## config.mk

```make
export PLATFORM = sky130hd
export DESIGN_NAME = pipe_gen
export DESIGN_NICKNAME = d
export VERILOG_FILES = /design/src/rtl/flappy_pkg.sv /design/src/rtl/lfsr8.sv /design/src/rtl/pipe_gen.sv
export SDC_FILE = /design/constraint.sdc
export NUM_CORES = 1
export LEC_CHECK = 0
export CAP_MARGIN = 30
export CORE_ASPECT_RATIO = 0.6
export CORE_MARGIN = 2
export CORE_UTILIZATION = 35
export CTS_CLUSTER_DIAMETER = 120
export CTS_CLUSTER_SIZE = 25
export DETAILED_ROUTE_END_ITERATION = 12
export GPL_ROUTABILITY_DRIVEN = 0
export PLACE_DENSITY = 0.51
export SYNTH_ARGS = -nofsm -noshare
export SYNTH_HDL_FRONTEND = slang
export SYNTH_SLANG_ARGS = --single-unit
export TNS_END_PERCENT = 50
```

## constraint.sdc

```tcl
create_clock -name clk -period 2.5 [get_ports clk]
set_input_delay 0.25 -clock clk [delete_from_list [all_inputs] [get_ports clk]]
set_output_delay 0.25 -clock clk [all_outputs]
set_load 0.02 [all_outputs]
```

## src/rtl/flappy_pkg.sv

```systemverilog
// Shared definitions for the Flappy Bird datapath: field geometry, the pipe
// generator state encoding and the 8-bit LFSR step used by random sources.
package flappy_pkg;

   localparam int ROWS = 16;

   typedef enum logic [1:0] {
      IDLE,
      RUN,
      HALT
   } pipe_gen_state_t;

   // Fibonacci step, taps 8,6,5,4; a nonzero value never reaches zero.
   function automatic logic [7:0] lfsr8_next(input logic [7:0] v);
      return {v[6:0], v[7] ^ v[5] ^ v[4] ^ v[3]};
   endfunction

endpackage

```

## src/rtl/lfsr8.sv

```systemverilog
// 8-bit Fibonacci LFSR that steps only when adv is high; q shows the value
// before the step so a consumer sees the current draw in the advancing cycle.
module lfsr8
   import flappy_pkg::*;
#(
   parameter logic [7:0] SEED = 8'hA5
) (
   input  logic       clk,
   input  logic       reset,
   input  logic       adv,
   output logic [7:0] q
);

   logic [7:0] q_q;

   // NOTE: state registers use non-blocking assignment so every flop samples
   // pre-edge values regardless of block evaluation order.
   always_ff @(posedge clk or posedge reset) begin
      if (reset) begin
         q_q <= SEED;
      end else if (adv) begin
         q_q <= lfsr8_next(q_q);
      end
   end

   assign q = q_q;

endmodule

```

## src/rtl/pipe_gen.sv

```systemverilog
// Pipe-field feeder: paces a one-cycle shift strobe from the system clock and
// supplies the column loaded on each strobe, with a pseudo-random pipe gap.
module pipe_gen
   import flappy_pkg::*;
#(
   parameter int         SCROLL_DIV = 12_500_000,
   parameter int         SPACING    = 4,
   parameter int         GAP_H      = 4,
   parameter logic [7:0] SEED       = 8'hA5
) (
   input  logic            clk,
   input  logic            reset,
   input  logic            start,
   input  logic            gameover,
   output logic            clkP,
   output logic [ROWS-1:0] newPipe
);

   localparam int TW = $clog2(SCROLL_DIV);
   localparam int CW = (SPACING > 1) ? $clog2(SPACING) : 1;
   localparam logic [ROWS-1:0] GAP_MASK = ROWS'((1 << GAP_H) - 1);

   pipe_gen_state_t state_q, state_d;
   logic [TW-1:0]   tick_q, tick_d;
   logic [CW-1:0]   col_q, col_d;
   logic            clkp_q, clkp_d;
   logic [ROWS-1:0] newpipe_q, newpipe_d;
   logic            adv;
   logic [7:0]      lfsr_q;
   logic [3:0]      gap;
   logic [ROWS-1:0] pipe_col;
   logic            lfsr_unused;

   lfsr8 #(.SEED(SEED)) u_lfsr (
      .clk  (clk),
      .reset(reset),
      .adv  (adv),
      .q    (lfsr_q)
   );

   // Only the low nibble places the gap; the upper bits just extend the period.
   assign lfsr_unused = ^lfsr_q[7:4];

   always_comb begin
      gap = lfsr_q[3:0];
      if (gap > 4'(ROWS - GAP_H)) begin
         gap = gap - 4'(ROWS + 1 - GAP_H);
      end
      pipe_col = ~(GAP_MASK << gap);
   end

   always_ff @(posedge clk or posedge reset) begin
      if (reset) begin
         state_q   <= IDLE;
         tick_q    <= '0;
         col_q     <= '0;
         clkp_q    <= 1'b0;
         newpipe_q <= '0;
      end else begin
         state_q   <= state_d;
         tick_q    <= tick_d;
         col_q     <= col_d;
         clkp_q    <= clkp_d;
         newpipe_q <= newpipe_d;
      end
   end

   // NOTE: every output of this block gets a default first so no path through
   // the case statement can leave a value unassigned and infer a latch.
   always_comb begin
      state_d   = state_q;
      tick_d    = tick_q;
      col_d     = col_q;
      clkp_d    = 1'b0;
      newpipe_d = newpipe_q;
      adv       = 1'b0;
      unique case (state_q)
         IDLE: begin
            if (start && !gameover) begin
               state_d = RUN;
               tick_d  = '0;
            end
         end
         RUN: begin
            // gameover wins over a pending wrap so the field freezes on that edge
            if (gameover) begin
               state_d = HALT;
            end else if (tick_q == TW'(SCROLL_DIV - 1)) begin
               tick_d = '0;
               clkp_d = 1'b1;
               adv    = 1'b1;
               col_d  = (col_q == CW'(SPACING - 1)) ? '0 : col_q + CW'(1);
               newpipe_d = (col_q == CW'(SPACING - 1)) ? pipe_col : '0;
            end else begin
               tick_d = tick_q + TW'(1);
            end
         end
         HALT: begin
            state_d = HALT;
         end
         default: begin
            state_d = IDLE;
         end
      endcase
   end

   assign clkP    = clkp_q;
   assign newPipe = newpipe_q;

endmodule

```

layer_met3.png
Scale bar: 20 um.
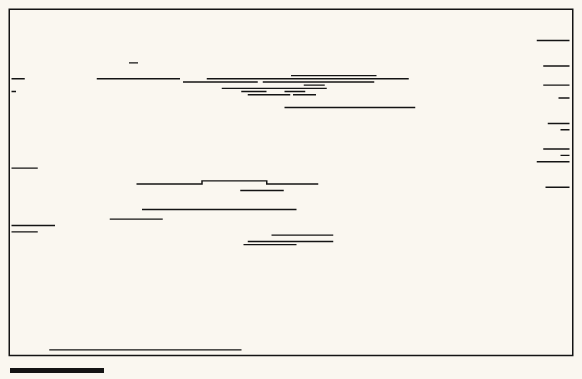
main direction: horizontal
wire length on this layer: 437 um
nets with wire on the layer: 32
vias post-DR: 2259
routed wire length: 6.49 mm
met3 Track Usage GR: 0.0380

io_placement.png
Scale bar: 20 um. Pins as bars across the die edge, other pins in gray.
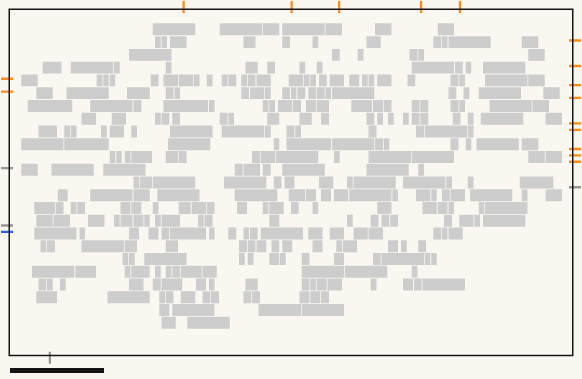
| port | color | pins | direction | edge |
|---|---|---|---|---|
| newPipe | orange | 16 | output | 9 right, 5 top, 2 left |
| gameover | blue | 1 | input | left |

wires.png
Scale bar: 20 um.
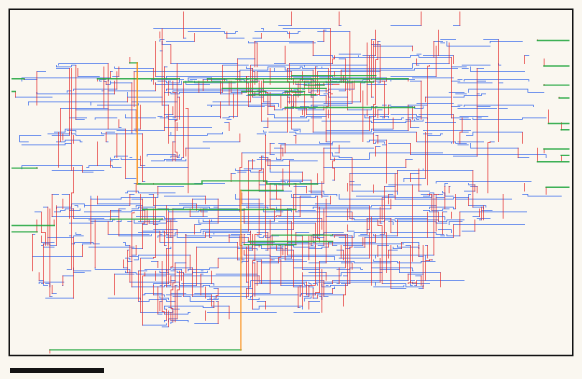
| layer | color | wire length |
|---|---|---|
| metal 4 | orange | 59.8 um |
| metal 2 | red | 2190 um |
| metal 1 | blue | 3800 um |
| metal 3 | green | 437 um |

==> run notes <==
This memo summarizes the results of the implementation run.

Floorplan
The area of the core is 7850 um2. The well-tap cell count is 108. The floorplan core density is 0.359. The total die size is 8800 um2. 21 I/O pins were placed.

The floorplan die height is 73.5 um. The horizontal die dimension is 120 um. The row count is 25.

Power and ir drop
The combinational gate power is 0.000343 W. Sequential power for this build is 0.000920 W. The highest supply drop recorded on VDD is 0.306 mV. The leakage power summed over all cells is 1.39 nW. The script extracted a net switching power of 0.000572 W. The clock share of power is 0.363.

The ratio of total power to cell area is 600 nW/um2. The portion of total power attributed to sequential cells is 0.464. The dominant power group in this design is registers. The switching power share of the total is 0.288.

The internal power contribution is 0.00141 W. The fraction of power consumed by combinational cells is 0.173. The clock network power consumption is 0.000719 W.

Worst setup path
Per STA, the endpoint of the critical path is tick_q[23]. The end of the worst register-to-register path is tick_q[23]. The count of cells along the worst register-to-register path is 7. At the worst endpoint, the required time is 2.67 ns.

STA puts the critical path data arrival time at 2.36 ns. The worst setup path is launched from a register. The family with the most delay on the worst path is simple AND/OR/NAND/NOR gates. The count of cell instances traversed by the critical path is 7. The delay contributed by the slowest stage of the critical path is 0.50 ns. The slowest stage cell on the critical path is sky130_fd_sc_hd__or3_1. The launch point of the worst path is state_q[1]. Per STA, the worst path is made up of inv_1, ha_1, mux2i_1, or3_1, nor4_1, xnor2_1, nor2_1. The critical path is of the reg2reg type.

STA classifies the critical path endpoint as a register. The setup slack on the worst flop-to-flop path is 0.30 ns. The script reports the combined buffer and inverter count of the critical path as 1. The highest fanout seen on the critical path is 9. Per the timing report, the most critical flop-to-flop path originates at state_q[1].

Cells and area
Per the final report, the share of cell area in clock cells is 0.0462. Across the whole layout, storage elements account for 1330 um2. The final layout report lists a clock buffer count of 6. The sequential fraction of total cell area is 0.403. The logic share of the area is 0.419. The biggest slice of the area belongs to logic gates.

The multi-input logic cell count is 240. Per the layout report, the design carries 13 non-clock inverters. The highest-count logic cell in the final layout is sky130_fd_sc_hd__nand2_1. The net count of the finished layout is 348. The layout overhead on the synthesized area is 17.3%. The total of plain and repair buffers excluding clock buffers is 25.

Per the final report, the share of cell area in non-clock buffers is 0.0758. According to the cell report, flip-flops and latches in the layout number 53. The count of fill cells added during filler insertion is 768. Ranking logic cells in the layout by count gives the top entries 59 x sky130_fd_sc_hd__nand2_1, 49 x sky130_fd_sc_hd__dfrtp_1, 24 x sky130_fd_sc_hd__nor2_1. Measured on the finished design, the core utilization comes to 0.421. The area of the multi-input gates is 1390 um2. In the final layout, the share of cells above drive strength 1 is 0.0855.

Placed design
In this run the tool buffered the top-level ports with 20 buffer cells. OpenSTA, run right after detailed placement, puts the worst setup slack at 0.313 ns.

STA
Once routing completed, OpenROAD measured the worst setup slack at 0.304 ns. The final hold violation count is 0. Setup repair after global routing left no endpoint under its margin. Dividing the final minimum period by the clock period gives 0.878. The final period demand of the worst path is 2.20 ns.

The final count of pins violating max slew is 0. The worst clock skew is 0.0103 ns. The slew check shows that the tightest pin keeps a relative margin of 0.508. The number of failing setup endpoints in the final timing report is 0. The pin slew with the least headroom to its limit is 0.731 ns. For the final routed database, the setup TNS stands at 0 ns. The maximum frequency from static timing analysis is 455 MHz.

Detailed routing
Once detail routing completed, the nets flagged for antenna violations numbered 0. After detailed routing, the average wire length per cell comes to 14.5 um. TritonRoute reported its final design rule violation total as 0. The via-per-instance ratio is 5.05. Once iteration 0 of detailed routing completed, the report listed 126 DRC markers. The first TritonRoute pass finished after 5 iterations.

Clock network
Once the clock tree was built, the setup fixing pass inserted 0 buffers. The maximum number of buffers from clock root to sink is 2. TritonCTS built the clock tree. The count of H-tree levels built during CTS is 2. The TritonCTS sink count is 53.

The clock insertion delay at the later pin of the skew report is 0.29 ns. The buffer type at the clock tree root is sky130_fd_sc_hd__clkbuf_16. The number of buffers created by CTS is 5. The number of hold buffers added after CTS is 0. Once the clock tree was built, the resizer swapped 0 gates to a different size.

Global routing
Recorded from the global router log, the overflow total was 0. The first global-routing pass estimated 10.9 mm of wire. Entering global routing, the biggest net connects 54 pins. Total global-route track usage over all layers is 0.160.

The number of global-route vias before repair came to 2017. The initial antenna violation count is 0.

Logic synthesis
Averaged over all synthesized cells, the footprint is 8.86 um2. The post-synthesis async set-or-reset flop share is 1.00. Of the synthesized area, sequential elements account for 0.473.

After synthesis, the netlist uses 44 different library cells. The synthesized netlist has a Yosys-reported chip area of 2820 um2. Summing every instance area after synthesis gives 2820 um2. When the netlist entered floorplanning its net count stood at 328. The number of cells in Yosys stat is 318.

The number of standard cells after synthesis is 318. The prevailing post-synth register cell is sky130_fd_sc_hd__dfrtp_1. The yosys warning tally is 0. The synthesized design contains 0 enable-type register cells. The synthesized design contains 53 register bits.

Flow run
The logs give a warning total of 28. Per the run summary, max-cap violations total 0.

Status
The run finished with clean final reports.

Worst hold path
The class of the worst hold path is in2async.
==> flip-flops by register name (all words and copies together), names as in the netlist <==
signal    count
clkP          1
col_q         2
newPipe      16
state_q       2
tick_q       24
u_lfsr.q      8
==> per-layer routing <==
layer	share of wire	track usage	vias up
met2	0.34	0.187	59
li1	-	-	1166
met4	0.0091	0.0392	0
met1	0.59	0.275	1030
met5	0	0	-
met3	0.067	0.0380	4
==> cells in the mapped netlist (2+ instances only) <==
library cell | number | area share
sky130_fd_sc_hd__a21oi_1 | 12 | 0.021
sky130_fd_sc_hd__a211oi_1 | 2 | 0.0053
sky130_fd_sc_hd__mux2_2 | 3 | 0.012
sky130_fd_sc_hd__o2111ai_1 | 3 | 0.0093
sky130_fd_sc_hd__and2_1 | 2 | 0.0044
sky130_fd_sc_hd__xnor2_1 | 12 | 0.037
sky130_fd_sc_hd__a21o_1 | 3 | 0.0080
sky130_fd_sc_hd__mux2i_1 | 2 | 0.0071
sky130_fd_sc_hd__nor3_1 | 10 | 0.018
sky130_fd_sc_hd__ha_1 | 6 | 0.027
sky130_fd_sc_hd__nand2_1 | 59 | 0.079
sky130_fd_sc_hd__nand2b_1 | 4 | 0.0089
sky130_fd_sc_hd__dfstp_2 | 4 | 0.037
sky130_fd_sc_hd__nand4_1 | 4 | 0.0089
sky130_fd_sc_hd__and4_1 | 6 | 0.019
sky130_fd_sc_hd__nor4b_1 | 2 | 0.0062
sky130_fd_sc_hd__o311ai_0 | 3 | 0.0093
sky130_fd_sc_hd__o21ai_0 | 23 | 0.041
sky130_fd_sc_hd__inv_1 | 12 | 0.016
sky130_fd_sc_hd__or3_1 | 2 | 0.0044
sky130_fd_sc_hd__a22o_1 | 2 | 0.0062
sky130_fd_sc_hd__nor2b_1 | 3 | 0.0067
sky130_fd_sc_hd__nand3_1 | 13 | 0.023
sky130_fd_sc_hd__clkbuf_1 | 6 | 0.0080
sky130_fd_sc_hd__dfrtp_1 | 49 | 0.44
sky130_fd_sc_hd__a41oi_1 | 2 | 0.0062
sky130_fd_sc_hd__o31ai_1 | 2 | 0.0053
sky130_fd_sc_hd__a31oi_1 | 8 | 0.018
sky130_fd_sc_hd__nor4_1 | 2 | 0.0044
sky130_fd_sc_hd__buf_2 | 5 | 0.0089
sky130_fd_sc_hd__nor2_1 | 24 | 0.032
sky130_fd_sc_hd__o21ai_1 | 16 | 0.028
==> stage by stage <==
step,std cells,hold slack (ns),area [um2],total power (W)
6_report,447,0.327,3300,0.00198
5_1_grt,447,0.374,3300,0.00209
4_1_cts,447,0.343,3300,0.00200
3_5_place_dp,439,0.449,3150,0.00128
3_3_place_gp,439,0.447,3150,0.00127
2_1_floorplan,318,0.436,2820,0.00117
==> logic make-up (layout without fill, tap and decap cells) <==
| family | Yosys count | count (layout) | share of synthesized area |
|---|---|---|---|
| AND-OR/OR-AND | 79 | 79 | 0.168 |
| XOR/XNOR | 13 | 13 | 0.0404 |
| adder cells (fa/ha/maj) | 6 | 6 | 0.0267 |
| buffers and inverters | 25 | 46 | 0.0355 |
| flip-flops | 53 | 53 | 0.473 |
| multiplexers | 5 | 5 | 0.0191 |
| AND/OR/NAND/NOR | 137 | 137 | 0.238 |
Power figures rest on the tool's default switching activity, not on a simulated workload.
